**Run 1: M2 wires**

Scale: 6 px per µm. Cells faint in the background.
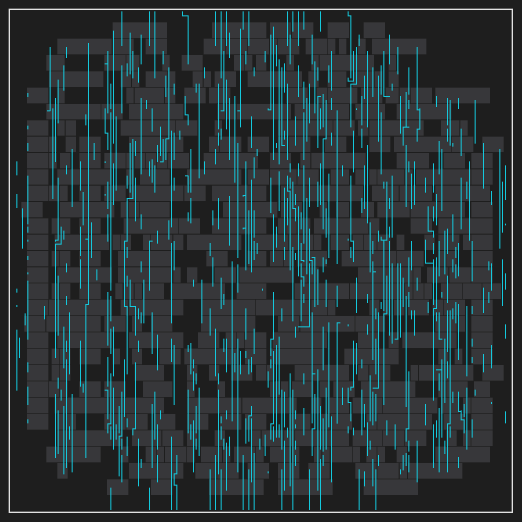
**Run 1: the clock network**

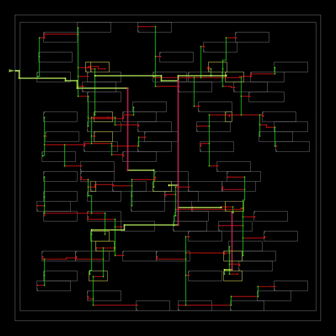
**Run 1: clock network drawn from the DEF**

Scale: 6 px per µm.
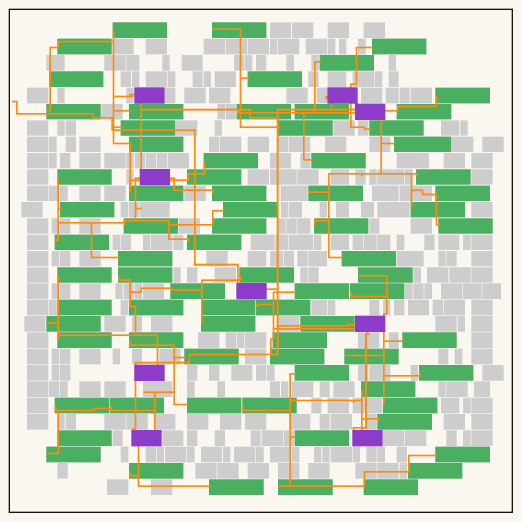
**src/rtl/serial_magnitude_cmp_pkg.sv**
```systemverilog
// Package: serial_cmp_pkg
// Shared types and helpers for the serial magnitude comparator.
//   state_t    : controller states IDLE -> SHIFT -> DONE
//   rel_t      : running relation between the operands (bit1 = less)
//   rel_decode : maps a relation onto the one-hot {lt, eq, gt} result
package serial_cmp_pkg;

  typedef enum logic [1:0] {
    IDLE,
    SHIFT,
    DONE
  } state_t;

  typedef enum logic [1:0] {
    REL_EQ = 2'b00,
    REL_GT = 2'b01,
    REL_LT = 2'b10
  } rel_t;

  // One-hot {lt, eq, gt}; an unused encoding reads as "equal" so the
  // outputs can never show zero or several flags at once.
  function automatic logic [2:0] rel_decode(input rel_t rel);
    case (rel)
      REL_LT:  return 3'b100;
      REL_GT:  return 3'b001;
      default: return 3'b010;
    endcase
  endfunction

endpackage

```
**src/rtl/serial_magnitude_cmp_shreg.sv**
```systemverilog
// Module: shift_load_reg_p
// Operand register for the serial comparator: parallel load, or shift left
// by DIGIT bits with zero fill. Load wins when both are requested.
// Ports:
//   clk     : rising-edge clock
//   reset_n : asynchronous active-low reset, clears the register
//   load    : capture d this edge
//   shift   : shift left by DIGIT this edge (ignored while load is high)
//   d       : parallel load data, WIDTH bits
//   q       : register contents, WIDTH bits
module shift_load_reg_p
  import serial_cmp_pkg::*;
#(
  parameter int unsigned WIDTH = 32,
  parameter int unsigned DIGIT = 1
) (
  input  logic             clk,
  input  logic             reset_n,
  input  logic             load,
  input  logic             shift,
  input  logic [WIDTH-1:0] d,
  output logic [WIDTH-1:0] q
);

  logic [WIDTH-1:0] q_q;
  logic [WIDTH-1:0] q_d;

  // Next value: a fresh operand takes priority over consuming a digit.
  always_comb begin
    q_d = q_q;
    if (load) begin
      q_d = d;
    end else if (shift) begin
      q_d = q_q << DIGIT;
    end
  end

  // Register with asynchronous clear.
  always_ff @(posedge clk or negedge reset_n) begin
    if (!reset_n) begin
      q_q <= '0;
    end else begin
      q_q <= q_d;
    end
  end

  assign q = q_q;

endmodule

```
**src/rtl/serial_magnitude_cmp.sv**
```systemverilog
// Module: serial_magnitude_cmp
// Multi-cycle magnitude comparator. Operands are captured in parallel on a
// start request and compared DIGIT bits per cycle, MSB first. Signed mode
// flips the sign bit of both operands so that two's-complement order becomes
// plain unsigned order, letting one unsigned digit compare serve both modes.
// Build option: define SERIAL_CMP_EARLY_EXIT_EN to finish on the first
// differing digit instead of always taking WIDTH/DIGIT cycles.
// Ports:
//   clk, reset_n : clock and asynchronous active-low reset
//   start        : compare request, honoured in IDLE or DONE only
//   is_signed    : two's-complement compare when high (sampled with start)
//   a, b         : WIDTH-bit operands (sampled with start)
//   busy         : compare in progress
//   done         : one-cycle pulse, result valid from this cycle
//   lt, eq, gt   : one-hot result, held until the next done
module serial_magnitude_cmp
  import serial_cmp_pkg::*;
#(
  parameter int unsigned WIDTH = 32,
  parameter int unsigned DIGIT = 1
) (
  input  logic             clk,
  input  logic             reset_n,
  input  logic             start,
  input  logic             is_signed,
  input  logic [WIDTH-1:0] a,
  input  logic [WIDTH-1:0] b,
  output logic             busy,
  output logic             done,
  output logic             lt,
  output logic             eq,
  output logic             gt
);

  localparam int unsigned N = WIDTH / DIGIT;
  localparam int unsigned CNT_W = $clog2(N + 1);
  localparam logic [CNT_W-1:0] CNT_INIT = CNT_W'(N);
  localparam logic [WIDTH-1:0] MSB_MASK = WIDTH'(1) << (WIDTH - 1);

  generate
    if (WIDTH % DIGIT != 0) begin : g_bad_digit
      $error("serial_magnitude_cmp: WIDTH must be a multiple of DIGIT");
    end
  endgenerate

  state_t           state_q, state_d;
  rel_t             rel_q, rel_d;
  logic [CNT_W-1:0] cnt_q, cnt_d;
  logic [2:0]       res_q, res_d;

  logic             load;
  logic             shift;
  logic             finish;
  logic [WIDTH-1:0] loadA, loadB;
  logic [WIDTH-1:0] shiftA, shiftB;
  logic [DIGIT-1:0] digitA, digitB;
  logic [WIDTH-1:0] unusedShift;

  assign loadA = a ^ (is_signed ? MSB_MASK : '0);
  assign loadB = b ^ (is_signed ? MSB_MASK : '0);

  shift_load_reg_p #(.WIDTH(WIDTH), .DIGIT(DIGIT)) u_shreg_a (
    .clk     (clk),
    .reset_n (reset_n),
    .load    (load),
    .shift   (shift),
    .d       (loadA),
    .q       (shiftA)
  );

  shift_load_reg_p #(.WIDTH(WIDTH), .DIGIT(DIGIT)) u_shreg_b (
    .clk     (clk),
    .reset_n (reset_n),
    .load    (load),
    .shift   (shift),
    .d       (loadB),
    .q       (shiftB)
  );

  assign digitA = shiftA[WIDTH-1 -: DIGIT];
  assign digitB = shiftB[WIDTH-1 -: DIGIT];

  // Only the top digit of each register feeds the compare; the rest just
  // waits its turn to move up.
  assign unusedShift = shiftA ^ shiftB;

  // Controller: accept in IDLE/DONE, walk the digits in SHIFT. The first
  // unequal digit fixes the relation for good, and the one-hot result is
  // latched only on the edge that enters DONE so it holds in between.
  always_comb begin
    state_d = state_q;
    rel_d   = rel_q;
    cnt_d   = cnt_q;
    res_d   = res_q;
    load    = 1'b0;
    shift   = 1'b0;
    finish  = 1'b0;
    case (state_q)
      SHIFT: begin
        shift = 1'b1;
        cnt_d = cnt_q - CNT_W'(1);
        if (rel_q == REL_EQ) begin
          if (digitA > digitB) begin
            rel_d = REL_GT;
          end else if (digitA < digitB) begin
            rel_d = REL_LT;
          end
        end
`ifdef SERIAL_CMP_EARLY_EXIT_EN
        finish = (cnt_q == CNT_W'(1)) || (rel_d != REL_EQ);
`else
        finish = (cnt_q == CNT_W'(1));
`endif
        if (finish) begin
          state_d = DONE;
          res_d   = rel_decode(rel_d);
        end
      end
      default: begin
        if (start) begin
          state_d = SHIFT;
          load    = 1'b1;
          rel_d   = REL_EQ;
          cnt_d   = CNT_INIT;
        end else begin
          state_d = IDLE;
        end
      end
    endcase
  end

  // State, relation, digit counter and result registers.
  always_ff @(posedge clk or negedge reset_n) begin
    if (!reset_n) begin
      state_q <= IDLE;
      rel_q   <= REL_EQ;
      cnt_q   <= '0;
      res_q   <= rel_decode(REL_EQ);
    end else begin
      state_q <= state_d;
      rel_q   <= rel_d;
      cnt_q   <= cnt_d;
      res_q   <= res_d;
    end
  end

  assign busy         = (state_q == SHIFT);
  assign done         = (state_q == DONE);
  assign {lt, eq, gt} = res_q;

endmodule

```
**config.mk**
```make
export PLATFORM = sky130hd
export DESIGN_NAME = serial_magnitude_cmp
export DESIGN_NICKNAME = d
export VERILOG_FILES = /design/src/rtl/serial_magnitude_cmp_pkg.sv /design/src/rtl/serial_magnitude_cmp_shreg.sv /design/src/rtl/serial_magnitude_cmp.sv
export SDC_FILE = /design/constraint.sdc
export NUM_CORES = 1
export LEC_CHECK = 0
export CORE_MARGIN = 1
export CORE_UTILIZATION = 56
export DETAILED_ROUTE_END_ITERATION = 12
export PLACE_DENSITY = 0.85
export REMOVE_ABC_BUFFERS = 1
export SYNTH_ARGS = -nofsm -noshare
export SYNTH_HDL_FRONTEND = slang
export SYNTH_HIERARCHICAL = 1
export SYNTH_SLANG_ARGS = --single-unit
```
**constraint.sdc**
```tcl
create_clock -name clk -period 4.6 [get_ports clk]
set_input_delay 0.69 -clock clk [delete_from_list [all_inputs] [get_ports clk]]
set_output_delay 0.69 -clock clk [all_outputs]
set_load 0.03 [all_outputs]
```
==> impl_metrics.py, run 1 <==
# Physical implementation metrics
metrics = {
    "run_status": {
        "status": "finished, final reports clean",
    },
    "drt": {
        "drt-vias-per-instance": 5.16,
    },
    "cells_and_area": {
        "final_cell_mix": "76 x dfrtp_1, 71 x clkdlybuf4s50_1, 65 x nand2_1, 64 x mux2i_1, 56 x o21ai_1",
        "postLayoutCoreUtil_pct": 70.2,
    },
    "floorplanning": {
        "die_h_um": 83.6,
        "rows": 29,
        "floorplan.core_util_pct": 58.4,
    },
    "placement": {
        "place_inst": 466,
        "numPortBuffers": 72,
    },
    "synthesis": {
        "synthAdderAreaFrac_pct": 1.68,
        "syn_avg_cell_area_um2": 10.9,
        "synth.area.mux_share_pct": 19.0,
        "synth-xor-area-share_pct": 0.470,
        "syn_inst": 341,
    },
    "timing": {
        "period_used_pct": 69.6,
        "slew_headroom_pct": 22.8,
        "drv_slew": 0,
        "clock-skew-final_ns": 0.00512,
        "tightest_slew_ns": 1.16,
        "hold_violations": 0,
    },
    "global_route": {
        "use_met1_pct": 25.5,
        "grt_pass1_wl_mm": 11.2,
        "use_met2_pct": 33.3,
        "use_met3_pct": 5.24,
    },
    "power": {
        "swShare_pct": 34.3,
    },
    "critical_path": {
        "ff2ff_path_depth": 4,
        "crit_fanout": 74,
    },
    "min_path": {
        "hp-class": "in -> async",
    },
}
## Picture notes: 'M2 wires'
main direction = vertical
wire length on this layer = 3150 µm
longest straight run = 43.5 µm

## Picture notes: 'the clock network'
clk_lat worst skew: 0.34 ns
power in the clock group: 0.000465 W

## Picture notes: 'clock network drawn from the DEF'
clock drivers -> purple  # count 9
flip-flops -> green  # count 77
clock wires -> orange  # length 908 µm
routed clock nets = 10

run 1: worst paths after layout:
check	endpoint	startpoint
hold reg to reg	cnt_q[5]$_DFFE_PN0P_	cnt_q[5]$_DFFE_PN0P_
min in group clk	cnt_q[5]$_DFFE_PN0P_	cnt_q[5]$_DFFE_PN0P_
hold / removal	u_shreg_b/q[24]$_DFFE_PN0P_	reset_n
max in group asynchronous	u_shreg_a/q[16]$_DFFE_PN0P_	reset_n
setup / recovery	busy	state_q[1]$_DFFE_PN0P_
setup reg to reg	res_q[2]$_DFFE_PN0P_	state_q[1]$_DFFE_PN0P_
run 1: per-stage QoR:
stage	instance area (µm²)	hold WS, ns
CTS	4490	0.518
global route	4490	0.545
global placement	4310	0.464
detailed placement	4310	0.504
floorplan	3490	0.394
finish	4490	0.492
run 1: cells by family after synthesis:
| logic type | after synthesis |
|---|---|
| xor+xnor | 2 |
| fa+ha+maj | 5 |
| buf+inv | 31 |
| simple gates | 86 |
| flops | 77 |
| compound gates | 71 |
| mux | 69 |
run 1: worst max-delay path: stages (launching register included):
cell	delay, ns
dfrtp_1	0.37
nand2b_1	0.32
inv_6	0.66
clkdlybuf4s50_1	0.80
run 1: cells in the mapped netlist:
cell,n,area share [%]
a211o_1,1,0.23
a21oi_1,4,0.54
and2_1,1,0.17
and3_1,1,0.17
and4b_1,1,0.27
buf_12,6,3.2
buf_2,10,1.3
buf_4,2,0.40
buf_6,4,1.2
clkbuf_1,2,0.20
dfrtp_1,76,51
dfstp_2,1,0.70
ha_1,5,1.7
inv_1,6,0.60
inv_6,1,0.23
mux2_2,2,0.60
mux2_4,3,1.2
mux2i_1,64,17
nand2_1,65,6.5
nand2b_1,5,0.84
nand3_1,1,0.13
nand4_1,1,0.17
nor2_1,4,0.40
nor2b_1,1,0.17
nor3_1,3,0.40
nor4b_1,1,0.23
o21ai_0,5,0.67
o21ai_1,56,7.5
o21ai_2,4,0.94
o31ai_1,1,0.20
or3_1,2,0.34
xor2_1,2,0.47
run 1: per-layer routing:
layer | part of all wire (%) | vias up
li1 | - | 1278
met1 | 45 | 1133
met2 | 49 | 58
met3 | 4.3 | 12
met4 | 1.7 | 0
met5 | 0 | -
run 1: state kept, by name, indices dropped and copies added (netlist names):
signal	count
u_shreg_a/q	32
res_q	3
state_q	2
cnt_q	6
u_shreg_b/q	32
rel_q	2
run 1: final cells by class:
cell class	count	area, µm²
clock buffers	14	173
clock inverters	1	5.00
multi-input cells	233	1530
well taps	77	96.3
inverters	7	31.3
repair buffers	72	718
flip-flops and latches	77	1930
fillers	526	1900
run 1: power groups by stage:
| stage | Combinational (W) | Clock (W) | Sequential (W) |
|---|---|---|---|
| after floorplan | 0.000670 | 0 | 0.00107 |
| after global placement | 0.000863 | 0 | 0.00108 |
| after detailed placement | 0.000905 | 0 | 0.00109 |
| after CTS | 0.000911 | 0.000476 | 0.00108 |
| after global routing | 0.00100 | 0.000509 | 0.00111 |
| final | 0.000898 | 0.000465 | 0.00108 |
--- run 2 (diff from run 1) ---
--- a/config.mk
+++ b/config.mk
@@ -6,9 +6,9 @@
 export NUM_CORES = 1
 export LEC_CHECK = 0
 export CORE_MARGIN = 1
-export CORE_UTILIZATION = 56
+export CORE_UTILIZATION = 52
 export DETAILED_ROUTE_END_ITERATION = 12
-export PLACE_DENSITY = 0.85
+export PLACE_DENSITY = 0.8
 export REMOVE_ABC_BUFFERS = 1
 export SYNTH_ARGS = -nofsm -noshare
 export SYNTH_HDL_FRONTEND = slang
==> constraint.sdc (replaced) <==
create_clock -name clk -period 3.35 [get_ports clk]
set_input_delay 0.5025 -clock clk [delete_from_list [all_inputs] [get_ports clk]]
set_output_delay 0.5025 -clock clk [all_outputs]
set_load 0.03 [all_outputs]
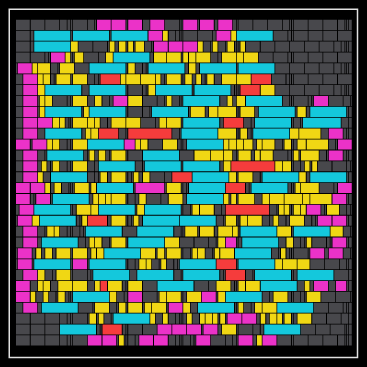
**Above:** run 2 (placed cells, one colour a class).
Scale: 4 px per µm. Fill, decap, tap and diode cells in grey.
sequential cells -> cyan  # cells 77
combinational and other logic -> yellow  # cells 240
remaining buffers and delay cells -> magenta  # cells 75
clock drivers and dummy loads -> red  # cells 15

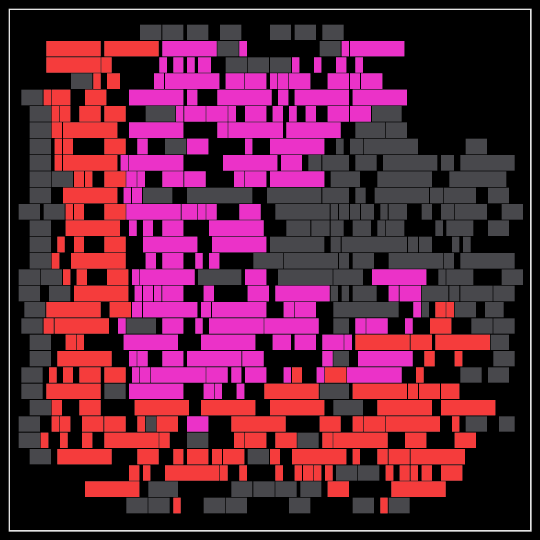
**Above:** run 2 (sub-block map).
Scale: 6 px per µm. Other cells in grey.
u_shreg_a -> magenta  # cells 129
u_shreg_b -> red  # cells 128, where widely spread
not coloured = 150

==> run 2 against run 1 <==
- cell area rose by 2.8%
- combinational power rose by 39%
- sequential share of layout area fell by 1.2 points
- critical path depth unchanged
- critical endpoint unchanged
- highest routed layer unchanged
==> impl_metrics.py, run 2 <==
# Physical implementation metrics
metrics = {
    "run_status": {
        "status": "finished, final reports clean",
    },
    "critical_path": {
        "ff2ff_path_depth": 5,
        "reg2reg_from": "state_q[1]$_DFFE_PN0P_",
        "crit_fanout": 36,
        "timing.rr.end": "u_shreg_b/q[9]$_DFFE_PN0P_",
    },
    "cells_and_area": {
        "final_cell_mix": "76 x dfrtp_1, 71 x clkdlybuf4s50_1, 65 x nand2_1, 64 x mux2i_1, 56 x o21ai_1",
        "final-seq-area_mm2": 0.00193,
        "fillers": 527,
    },
    "placement": {
        "place_inst": 488,
        "numPortBuffers": 72,
    },
    "synthesis": {
        "yosysTopAreaCellShare_pct": 51.0,
        "syn_avg_cell_area_um2": 10.9,
        "synthAdderAreaFrac_pct": 1.68,
        "synthArstFlopShare_pct": 100,
        "ff_type": "dfrtp_1",
        "yosysTopAreaCell": "dfrtp_1",
        "common_cells": "76 x dfrtp_1, 65 x nand2_1, 64 x mux2i_1",
        "synth-xor-area-share_pct": 0.470,
        "top_cells_by_area": "dfrtp_1 51%, mux2i_1 17%, o21ai_1 7.5%, nand2_1 6.5%, buf_12 3.2%",
        "edf_count": 0,
        "synth.area.mux_share_pct": 19.0,
        "syn_inst": 341,
        "ys_seq_share_pct": 51.7,
    },
    "global_route": {
        "grt_pass1_wl_mm": 10.9,
        "grt-ovfl-total": 0,
    },
    "timing": {
        "tightest_slew_ns": 0.926,
        "fin_hold_ws_ns": 0.290,
        "clock-skew-final_ns": 0.00562,
        "drv_slew": 0,
        "slew_headroom_pct": 38.3,
        "hold_violations": 0,
        "period_used_pct": 79.7,
    },
    "floorplanning": {
        "die_h_um": 86.7,
        "rows": 30,
        "floorplan.core_util_pct": 54.3,
    },
    "drt": {
        "drt-vias-per-instance": 5.04,
        "first_pass_iters": 4,
    },
    "clock_tree": {
        "cts_inserted_buffers": 9,
        "cts_max_path_buffers": 2,
        "insertion_delay_ns": 0.34,
    },
}
run 2: cell count changes in the layout (fill, tap and decap cells not counted), sizes merged:
cell    delta
clkbuf     -3
bufinv     +3
buf        +3
run 2: metrics by stage:
stage / instance area (µm²) / setup WS [ns] / utilization (%)
3_5_place_dp: 4370 / 1.05 / 63.6
3_3_place_gp: 4370 / 1.06 / 63.6
6_report: 4610 / 0.679 / 67.2
2_1_floorplan: 3490 / -0.0185 / -
4_1_cts: 4610 / 0.658 / 67.2
5_1_grt: 4610 / 0.576 / 67.2
run 2: worst max-delay path by stage:
stage,startpoint,to,slack [ns],cells after the start
after global routing,state_q[1]$_DFFE_PN0P_,busy,0.58,3
after floorplan,state_q[0]$_DFFE_PN0P_,u_shreg_a/q[29]$_DFFE_PN0P_,-0.02,3
after CTS,state_q[1]$_DFFE_PN0P_,busy,0.66,3
after detailed placement,state_q[1]$_DFFE_PN0P_,busy,1.05,3
final,state_q[1]$_DFFE_PN0P_,busy,0.68,3
after global placement,state_q[1]$_DFFE_PN0P_,busy,1.06,3
run 2: power by group:
part / total (W) / switching (W) / internal [W]
sequential: 0.00148 / 0.000193 / 0.00128
clock: 0.000844 / 0.000314 / 0.000530
combinational: 0.00125 / 0.000644 / 0.000603
total: 0.00357 / 0.00115 / 0.00242
run 2: logic make-up after synthesis:
| logic type | after synthesis |
|---|---|
| and+or+nand+nor | 86 |
| muxes | 69 |
| buffers and inverters | 31 |
| adders and majority gates | 5 |
| AOI/OAI and AO/OA | 71 |
| DFF | 77 |
| xor gates and xnor gates | 2 |
run 2: per-layer routing:
layer  track usage, %  share of wire, %
met4             6.36              0.90
met3             5.05               5.1
met1             24.0                47
met2             31.2                47
met5                0                 0
run 2: area by class of cell:
class	count	area share, %
clock buffers	11	3.28
clock inverters	4	2.06
inverters	7	0.678
multi-input cells	233	33.3
flip-flops and latches	77	41.8
well taps	96	2.60
repair buffers	75	16.3
run 2: critical path, stage by stage (launching register included):
cell and delay, ns:
dfrtp_1 0.37, nand2b_1 0.30, inv_6 0.38, clkdlybuf4s50_1 0.77
--- run 3 (diff from run 2) ---
--- a/config.mk
+++ b/config.mk
@@ -6,9 +6,9 @@
 export NUM_CORES = 1
 export LEC_CHECK = 0
 export CORE_MARGIN = 1
-export CORE_UTILIZATION = 52
+export CORE_UTILIZATION = 47
 export DETAILED_ROUTE_END_ITERATION = 12
-export PLACE_DENSITY = 0.8
+export PLACE_DENSITY = 0.77
 export REMOVE_ABC_BUFFERS = 1
 export SYNTH_ARGS = -nofsm -noshare
 export SYNTH_HDL_FRONTEND = slang
==> constraint.sdc (replaced) <==
create_clock -name clk -period 2.45 [get_ports clk]
set_input_delay 0.3675 -clock clk [delete_from_list [all_inputs] [get_ports clk]]
set_output_delay 0.3675 -clock clk [all_outputs]
set_load 0.03 [all_outputs]
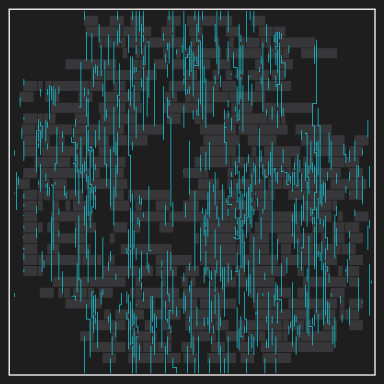
**Above:** run 3 (M2 wires).
Scale: 4 px per µm. Cells faint in the background.
nets with wire on the layer = 391
longest straight run = 33.0 µm
main direction = vertical

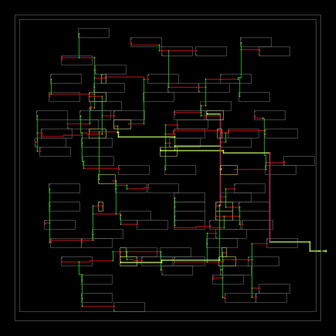
**Above:** run 3 (the clock network).
clk_skew: 0.00767 ns
Flop Count: 77

==> run 3 against run 2 <==
- count of clock-buffer cells in the layout up 4
- critical path depth is the same
- area after synthesis is the same
- register-to-register slack worse by 0.64 ns
- via count up 0.87%
- sequential power is 36% higher
- critical path type unchanged
- largest cell class unchanged
- largest power group unchanged
==> impl_metrics.py, run 3 <==
# Physical implementation metrics
metrics = {
    "run_status": {
        "status": "finished, final reports clean",
    },
    "floorplanning": {
        "ios": 73,
        "floorplan.core_util_pct": 48.5,
        "die_h_um": 91.1,
        "rows": 32,
    },
    "power": {
        "swShare_pct": 33.9,
        "p_int_w": 0.00302,
        "p_sw_w": 0.00155,
        "clock_power_share_pct": 18.3,
        "comb_power_share_pct": 37.5,
        "seqPwrFrac_pct": 44.2,
    },
    "synthesis": {
        "ys_warn_count": 6,
        "ys_seq_share_pct": 51.7,
        "common_cells": "76 x dfrtp_1, 65 x nand2_1, 64 x mux2i_1",
        "yosysTopAreaCellShare_pct": 51.0,
        "edf_count": 0,
        "syn_avg_cell_area_um2": 10.9,
        "top_cells_by_area": "dfrtp_1 51%, mux2i_1 17%, o21ai_1 7.5%, nand2_1 6.5%, buf_12 3.2%",
        "synth-xor-area-share_pct": 0.470,
        "yosysTopAreaCell": "dfrtp_1",
        "syn_inst": 341,
        "synthArstFlopShare_pct": 100,
        "synth.area.mux_share_pct": 19.0,
        "synthAdderAreaFrac_pct": 1.68,
        "ff_type": "dfrtp_1",
    },
    "timing": {
        "slew_headroom_pct": 37.1,
        "fin_ws_ns": 0.166,
        "hold_violations": 0,
        "period_used_pct": 93.2,
        "tightest_slew_ns": 0.943,
    },
    "drt": {
        "drt-vias-per-instance": 5.01,
        "first_pass_iters": 4,
    },
    "clock_tree": {
        "insertion_delay_ns": 0.33,
        "cts_inserted_buffers": 9,
        "clkTransAtPathRegs_ns": 0.07,
        "cts_max_path_buffers": 2,
    },
    "cells_and_area": {
        "postLayoutCoreUtil_pct": 59.4,
        "final_cell_mix": "76 x dfrtp_1, 71 x clkdlybuf4s50_1, 65 x nand2_1, 64 x mux2i_1, 56 x o21ai_1",
    },
    "critical_path": {
        "critPathCaptureType": "primary output",
        "crit_fanout": 12,
    },
    "global_route": {
        "grt-ovfl-total": 0,
    },
    "placement": {
        "preCtsSetupSlack_ns": 0.524,
        "numPortBuffers": 72,
    },
}
==> run 3: metal layers <==
| metal | part of all wire, % | track usage [%] | wire, µm |
|---|---|---|---|
| met5 | 0 | 0 | 0 |
| met2 | 47 | 28.2 | 3010 |
| met3 | 3.8 | 4.10 | 245 |
| met4 | 0.83 | 4.76 | 53 |
| met1 | 48 | 20.5 | 3070 |
==> run 3: kinds of logic after synthesis <==
logic type | Yosys count
flops | 77
mux | 69
compound gates | 71
buf+inv | 31
fa+ha+maj | 5
xor+xnor | 2
simple gates | 86
==> run 3: final timing paths <==
kind                       cells after the start  slack [ns]              startpoint                          end
max in group asynchronous                      1        1.66                 reset_n  u_shreg_b/q[30]$_DFFE_PN0P_
hold / removal                                 1        0.17                 reset_n  u_shreg_b/q[29]$_DFFE_PN0P_
hold reg to reg                                1        0.49    cnt_q[5]$_DFFE_PN0P_         cnt_q[5]$_DFFE_PN0P_
setup reg to reg                               5        0.55  state_q[1]$_DFFE_PN0P_   u_shreg_b/q[7]$_DFFE_PN0P_
setup / recovery                               3        0.17  state_q[1]$_DFFE_PN0P_                         busy
min in group clk                               1        0.49    cnt_q[5]$_DFFE_PN0P_         cnt_q[5]$_DFFE_PN0P_
==> run 3: area by class of cell <==
type                            count  area (µm²)
Clock buffer                       15         166
Clock inverter                      1        5.00
Fill cell                         652        3120
Inverter                            7        31.3
Multi-Input combinational cell    233        1530
Sequential cell                    77        1930
Tap cell                          102         128
Timing Repair Buffer               76         773
==> run 3: per-stage QoR <==
step           total power (W)  cell area [µm²]  setup TNS, ns  hold WS (ns)  instances
2_1_floorplan          0.00327             3490         -52.09        0.0719        317
3_3_place_gp           0.00370             4390              0         0.482        495
3_5_place_dp           0.00378             4390              0         0.480        495
4_1_cts                0.00463             4570              0         0.209        511
5_1_grt                0.00491             4570              0         0.256        511
6_report               0.00457             4570              0         0.170        511
==> run 3: power by group through the flow <==
stage	registers (W)	logic [W]	clock network (W)
final	0.00202	0.00171	0.000835
after global routing	0.00207	0.00192	0.000917
after CTS	0.00202	0.00174	0.000873
after detailed placement	0.00204	0.00174	0
after global placement	0.00203	0.00167	0
after floorplan	0.00201	0.00126	0
==> run 3: critical path: stages, from the launching register on <==
cell and delay (ns):
dfrtp_1 0.37, nand2b_1 0.31, inv_6 0.21, clkdlybuf4s50_1 0.69
No activity file was given, so power comes from the tool's default toggle rates.
